Clock wires, drivers and flops:
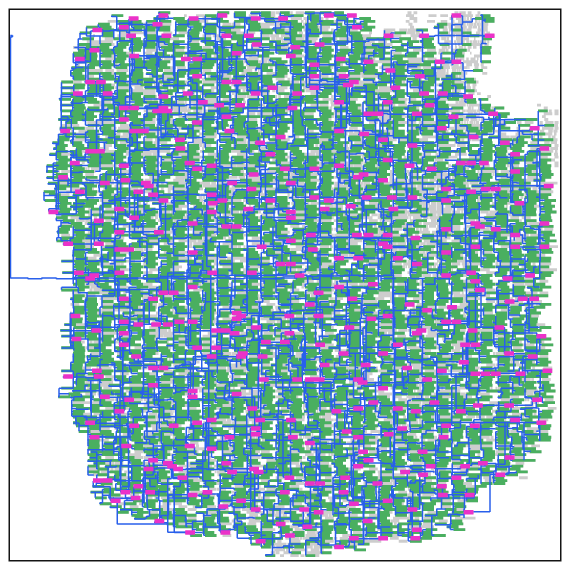
Sequential cells coloured by netlist name:
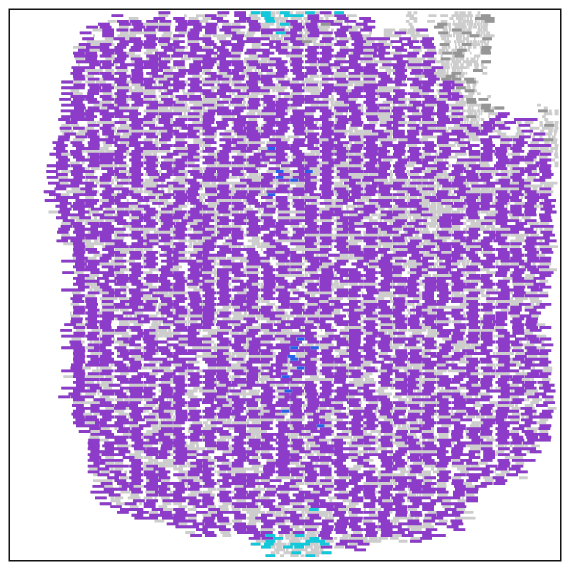
Wiring heat map:
Scale bar: 200 um. 26 x 26 tiles, from dark purple (low) to yellow (high), scaled to the fullest tile. Values are wire area over tile area, all layers added.
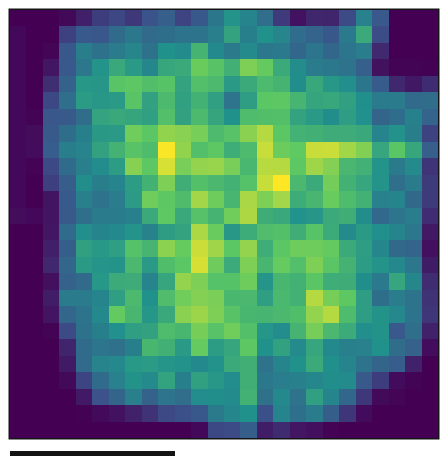
**src/rtl/cnn_mem_pkg.sv**
```systemverilog
// Shared types and helpers for the CNN scratch memory with streaming read port.
// CNN_MEM_PARITY_EN adds one even-parity bit per stored word.
package cnn_mem_pkg;

    typedef enum logic [1:0] {
        CLEAR  = 2'd0,
        IDLE   = 2'd1,
        STREAM = 2'd2
    } state_e;

    localparam int DEF_DATA_W = 16;
    localparam int DEF_DEPTH  = 256;

`ifdef CNN_MEM_PARITY_EN
    localparam int PAR_W = 1;
`else
    localparam int PAR_W = 0;
`endif

    // Even parity: the stored bit makes the XOR of data plus parity zero.
    function automatic logic even_parity(input logic [63:0] d);
        return ^d;
    endfunction

endpackage

```
**src/rtl/cnn_mem_ram.sv**
```systemverilog
// Single-port synchronous RAM, 1-cycle registered read, read-before-write.
// No reset on the array so it maps onto block RAM.
module cnn_mem_ram #(
    parameter int WIDTH = 16,
    parameter int DEPTH = 256,
    parameter int AW    = $clog2(DEPTH)
) (
    input  logic             clk,
    input  logic             we,
    input  logic [AW-1:0]    addr,
    input  logic [WIDTH-1:0] wdata,
    output logic [WIDTH-1:0] rdata
);

    logic [WIDTH-1:0] mem [DEPTH];
    logic [WIDTH-1:0] rdata_q;

    always_ff @(posedge clk) begin
        rdata_q <= mem[addr];
        if (we) begin
            mem[addr] <= wdata;
        end
    end

    assign rdata = rdata_q;

endmodule

```
**src/rtl/cnn_mem_stream.sv**
```systemverilog
// CNN scratch memory: host Avalon-MM port, post-reset clear engine and a
// burst stream read port with a 2-entry output FIFO. Option: CNN_MEM_PARITY_EN.
module cnn_mem_stream
    import cnn_mem_pkg::*;
#(
    parameter int DATA_W = DEF_DATA_W,
    parameter int DEPTH  = DEF_DEPTH,
    parameter int ADDR_W = 16,
    parameter int LEN_W  = 9
) (
    input  logic              clk,
    input  logic              reset,
    input  logic              chipselect,
    input  logic              read,
    input  logic              write,
    input  logic [ADDR_W-1:0] address,
    input  logic [DATA_W-1:0] writedata,
    output logic [DATA_W-1:0] readdata,
    output logic              readdatavalid,
    output logic              waitrequest,
    input  logic              cnn_start,
    input  logic [ADDR_W-1:0] cnn_base,
    input  logic [LEN_W-1:0]  cnn_len,
    output logic [DATA_W-1:0] cnn_data,
    output logic              cnn_valid,
    input  logic              cnn_ready,
    output logic              cnn_done,
`ifdef CNN_MEM_PARITY_EN
    output logic              parity_err,
`endif
    output logic              busy
);

    localparam int AW    = $clog2(DEPTH);
    localparam int RAM_W = DATA_W + PAR_W;

    state_e                   state_q, state_d;
    logic [AW-1:0]            clr_ptr_q, clr_ptr_d;
    logic [AW-1:0]            strm_addr_q, strm_addr_d;
    logic [LEN_W-1:0]         issue_left_q, issue_left_d;
    logic [LEN_W-1:0]         rem_q, rem_d;
    logic [1:0][DATA_W-1:0]   fifo_mem_q, fifo_mem_d;
    logic                     fifo_wp_q, fifo_wp_d;
    logic                     fifo_rp_q, fifo_rp_d;
    logic [1:0]               fifo_cnt_q, fifo_cnt_d;
    logic                     strm_rd_q, strm_rd_d;
    logic                     host_rd_q, host_rd_d;
    logic                     host_oob_q, host_oob_d;
    logic                     done_q, done_d;

    logic              host_en, host_acc, host_wr, host_rd, in_range;
    logic              pop, issue;
    logic [1:0]        occ;
    logic              ram_we;
    logic [AW-1:0]     ram_addr;
    logic [RAM_W-1:0]  ram_wdata, ram_rdata;
    logic [DATA_W-1:0] rd_word;
    logic              base_unused;

    assign base_unused = ^cnn_base[ADDR_W-1:AW];

    assign host_en   = (state_q != CLEAR);
    assign host_acc  = host_en & chipselect & (read | write);
    assign host_wr   = host_en & chipselect & write;
    assign host_rd   = host_en & chipselect & read & ~write;
    assign in_range  = ((address >> AW) == '0);

    assign cnn_valid = (fifo_cnt_q != 2'd0);
    assign cnn_data  = fifo_mem_q[fifo_rp_q];
    assign cnn_done  = done_q;
    assign pop       = cnn_valid & cnn_ready;

    // Occupancy after this cycle's pop; counting the pop is what lets the
    // 2-entry FIFO sustain one word per cycle.
    assign occ   = fifo_cnt_q + {1'b0, strm_rd_q} - {1'b0, pop};
    assign issue = (state_q == STREAM) & ~host_acc & (issue_left_q != '0) & (occ < 2'd2);

    always_comb begin
        ram_we    = 1'b0;
        ram_addr  = strm_addr_q;
        ram_wdata = '0;
        if (state_q == CLEAR) begin
            ram_we   = 1'b1;
            ram_addr = clr_ptr_q;
        end else if (host_wr) begin
            ram_we   = in_range;
            ram_addr = address[AW-1:0];
`ifdef CNN_MEM_PARITY_EN
            ram_wdata = {even_parity(64'(writedata)), writedata};
`else
            ram_wdata = writedata;
`endif
        end else if (host_rd) begin
            ram_addr = address[AW-1:0];
        end
    end

    cnn_mem_ram #(.WIDTH(RAM_W), .DEPTH(DEPTH), .AW(AW)) u_ram (
        .clk   (clk),
        .we    (ram_we),
        .addr  (ram_addr),
        .wdata (ram_wdata),
        .rdata (ram_rdata)
    );

    assign rd_word       = ram_rdata[DATA_W-1:0];
    assign readdata      = (host_rd_q && !host_oob_q) ? rd_word : '0;
    assign readdatavalid = host_rd_q;
    assign waitrequest   = (state_q == CLEAR);
    assign busy          = (state_q != IDLE);

    always_comb begin
        state_d      = state_q;
        clr_ptr_d    = clr_ptr_q;
        strm_addr_d  = strm_addr_q;
        issue_left_d = issue_left_q;
        rem_d        = rem_q;
        done_d       = 1'b0;
        strm_rd_d    = issue;
        host_rd_d    = host_rd;
        host_oob_d   = ~in_range;

        fifo_mem_d = fifo_mem_q;
        if (strm_rd_q) begin
            fifo_mem_d[fifo_wp_q] = rd_word;
        end
        fifo_wp_d  = fifo_wp_q ^ strm_rd_q;
        fifo_rp_d  = fifo_rp_q ^ pop;
        fifo_cnt_d = fifo_cnt_q + {1'b0, strm_rd_q} - {1'b0, pop};

        case (state_q)
            CLEAR: begin
                clr_ptr_d = clr_ptr_q + AW'(1);
                if (clr_ptr_q == AW'(DEPTH - 1)) begin
                    state_d = IDLE;
                end
            end
            IDLE: begin
                if (cnn_start) begin
                    if (cnn_len != '0) begin
                        state_d      = STREAM;
                        strm_addr_d  = cnn_base[AW-1:0];
                        issue_left_d = cnn_len;
                        rem_d        = cnn_len;
                    end else begin
                        done_d = 1'b1;
                    end
                end
            end
            STREAM: begin
                if (issue) begin
                    strm_addr_d  = strm_addr_q + AW'(1);
                    issue_left_d = issue_left_q - LEN_W'(1);
                end
                if (pop) begin
                    rem_d = rem_q - LEN_W'(1);
                    if (rem_q == LEN_W'(1)) begin
                        done_d  = 1'b1;
                        state_d = IDLE;
                    end
                end
            end
            default: state_d = CLEAR;
        endcase
    end

    always_ff @(posedge clk or posedge reset) begin
        if (reset) begin
            state_q      <= CLEAR;
            clr_ptr_q    <= '0;
            strm_addr_q  <= '0;
            issue_left_q <= '0;
            rem_q        <= '0;
            fifo_mem_q   <= '0;
            fifo_wp_q    <= 1'b0;
            fifo_rp_q    <= 1'b0;
            fifo_cnt_q   <= 2'd0;
            strm_rd_q    <= 1'b0;
            host_rd_q    <= 1'b0;
            host_oob_q   <= 1'b0;
            done_q       <= 1'b0;
        end else begin
            state_q      <= state_d;
            clr_ptr_q    <= clr_ptr_d;
            strm_addr_q  <= strm_addr_d;
            issue_left_q <= issue_left_d;
            rem_q        <= rem_d;
            fifo_mem_q   <= fifo_mem_d;
            fifo_wp_q    <= fifo_wp_d;
            fifo_rp_q    <= fifo_rp_d;
            fifo_cnt_q   <= fifo_cnt_d;
            strm_rd_q    <= strm_rd_d;
            host_rd_q    <= host_rd_d;
            host_oob_q   <= host_oob_d;
            done_q       <= done_d;
        end
    end

`ifdef CNN_MEM_PARITY_EN
    logic parity_err_q, parity_err_d;
    logic rd_chk;

    // Only words actually consumed are checked; clear-cycle reads are junk.
    assign rd_chk       = (host_rd_q & ~host_oob_q) | strm_rd_q;
    assign parity_err_d = parity_err_q | (rd_chk & (^ram_rdata));
    assign parity_err   = parity_err_q;

    always_ff @(posedge clk or posedge reset) begin
        if (reset) begin
            parity_err_q <= 1'b0;
        end else begin
            parity_err_q <= parity_err_d;
        end
    end
`endif

endmodule

```
**config.mk**
```make
export PLATFORM = sky130hd
export DESIGN_NAME = cnn_mem_stream
export DESIGN_NICKNAME = d
export VERILOG_FILES = /design/src/rtl/cnn_mem_pkg.sv /design/src/rtl/cnn_mem_ram.sv /design/src/rtl/cnn_mem_stream.sv
export SDC_FILE = /design/constraint.sdc
export NUM_CORES = 2
export LEC_CHECK = 0
export ABC_CLOCK_PERIOD_IN_PS = 11200
export CORE_MARGIN = 1
export CORE_UTILIZATION = 60
export DETAILED_ROUTE_END_ITERATION = 7
export HOLD_SLACK_MARGIN = 0.06
export MAX_ROUTING_LAYER = met4
export PLACE_DENSITY = 0.82
export SYNTH_ARGS = -nofsm -noshare
export SYNTH_HDL_FRONTEND = slang
export SYNTH_HIERARCHICAL = 1
export SYNTH_SLANG_ARGS = --single-unit
```
**constraint.sdc**
```tcl
create_clock -name clk -period 11.2 [get_ports clk]
set_input_delay 2.8 -clock clk [delete_from_list [all_inputs] [get_ports clk]]
set_output_delay 2.8 -clock clk [all_outputs]
set_load 0.02 [all_outputs]
```
==> impl_metrics.toml <==
# implementation run metrics
[outcome]
status = "finished, violations left"
violations = "design-rule violations, max-capacitance violations, max-slew violations"

[synth]
ff_type = "edfxtp_1"
ys_cells = 7155
ys_seq_share_pct = 78.4
synth_top_area_share_pct = 77.0
most_common_cell = "edfxtp_1"
simple_gate_area_share_pct = 1.37

[cells_and_area]
final-clk-cell-share_pct = 7.16
inverters_excl_clock = 14
buf_share_pct = 2.40
signal_buffers = 495
synthToLayoutAreaGrowth_pct = 12.6
largest_class = "flip-flops and latches"

[power]
p_int_mw = 24.7
pg_comb_mw = 0.0396
power_leader = "registers"
fin_total_pwr_mw = 30.7
p_switching_mw = 5.93

[final_timing]
slew_headroom_pct = -10.2
maxSlewViolCount = 98
rsz0062_at_grt = "false"
worst_pin_slew_ps = 1650
fmax_ghz = 0.117
clock-skew-final_ps = 85.8
period_used_pct = 76.6
hold_viol = 0

[clock_tree]
numCtsBuffers = 399
numClockSinks = 4188

[die]
chipArea_sq_um = 268000
die_h_um = 518
io_pins = 101
fp-utilization_pct = 60.3
n_tap_cell = 3533
num_rows = 189

[global_routing]
use_met3_pct = 8.43
overflow = 0
grt_pass1_wl_um = 638000

[setup_path]
cp_cell_sequence = "clkdlybuf4s50_1 > nor2b_1 > buf_4 > o21a_1 > mux2i_1 > o21ai_4 > buf_4 > buf_12 > buf_12 > mux4_2 > a22oi_1 > a21oi_1 > o41ai_1 > nand4_1"
worstSetupPathDepth = 14
critPathTopFamily = "AND-OR/OR-AND gates"
path_class = "input pin to register"
crit_required_ps = 11950
r2r_start = "state_q[0]"

[drt]
drt_iter0_markers = 15200
dr.pass1.iters = 8
ant_nets = 0
viasPerCell = 7.37
drc = 1
m1WireLength_um = 138000

[place]
dp_hpwl_um = 226000
post-place-ws_ps = 2330

[min_path]
worstHoldPathCells = 1

[job]
max_cap_violations = 2
-- 'clock wires, drivers and flops' (at the start) --
[flip-flops] green | count: 4188
[clock-net drivers] magenta | count: 399
[clock wires] blue | length: 47.0 mm
routed clock nets	400
flops lie	all over the die

-- 'sequential cells coloured by netlist name' (at the start) --
netlist name	colour	flops
`u_ram/rdata`	blue	16
`fifo_mem_q`	cyan	32
`u_ram/mem`	purple	4096
not coloured	44

-- 'wiring heat map' (at the start) --
emptiest ninth of the die	south-west
mean over tiles	0.30
tiles over half the peak	44%

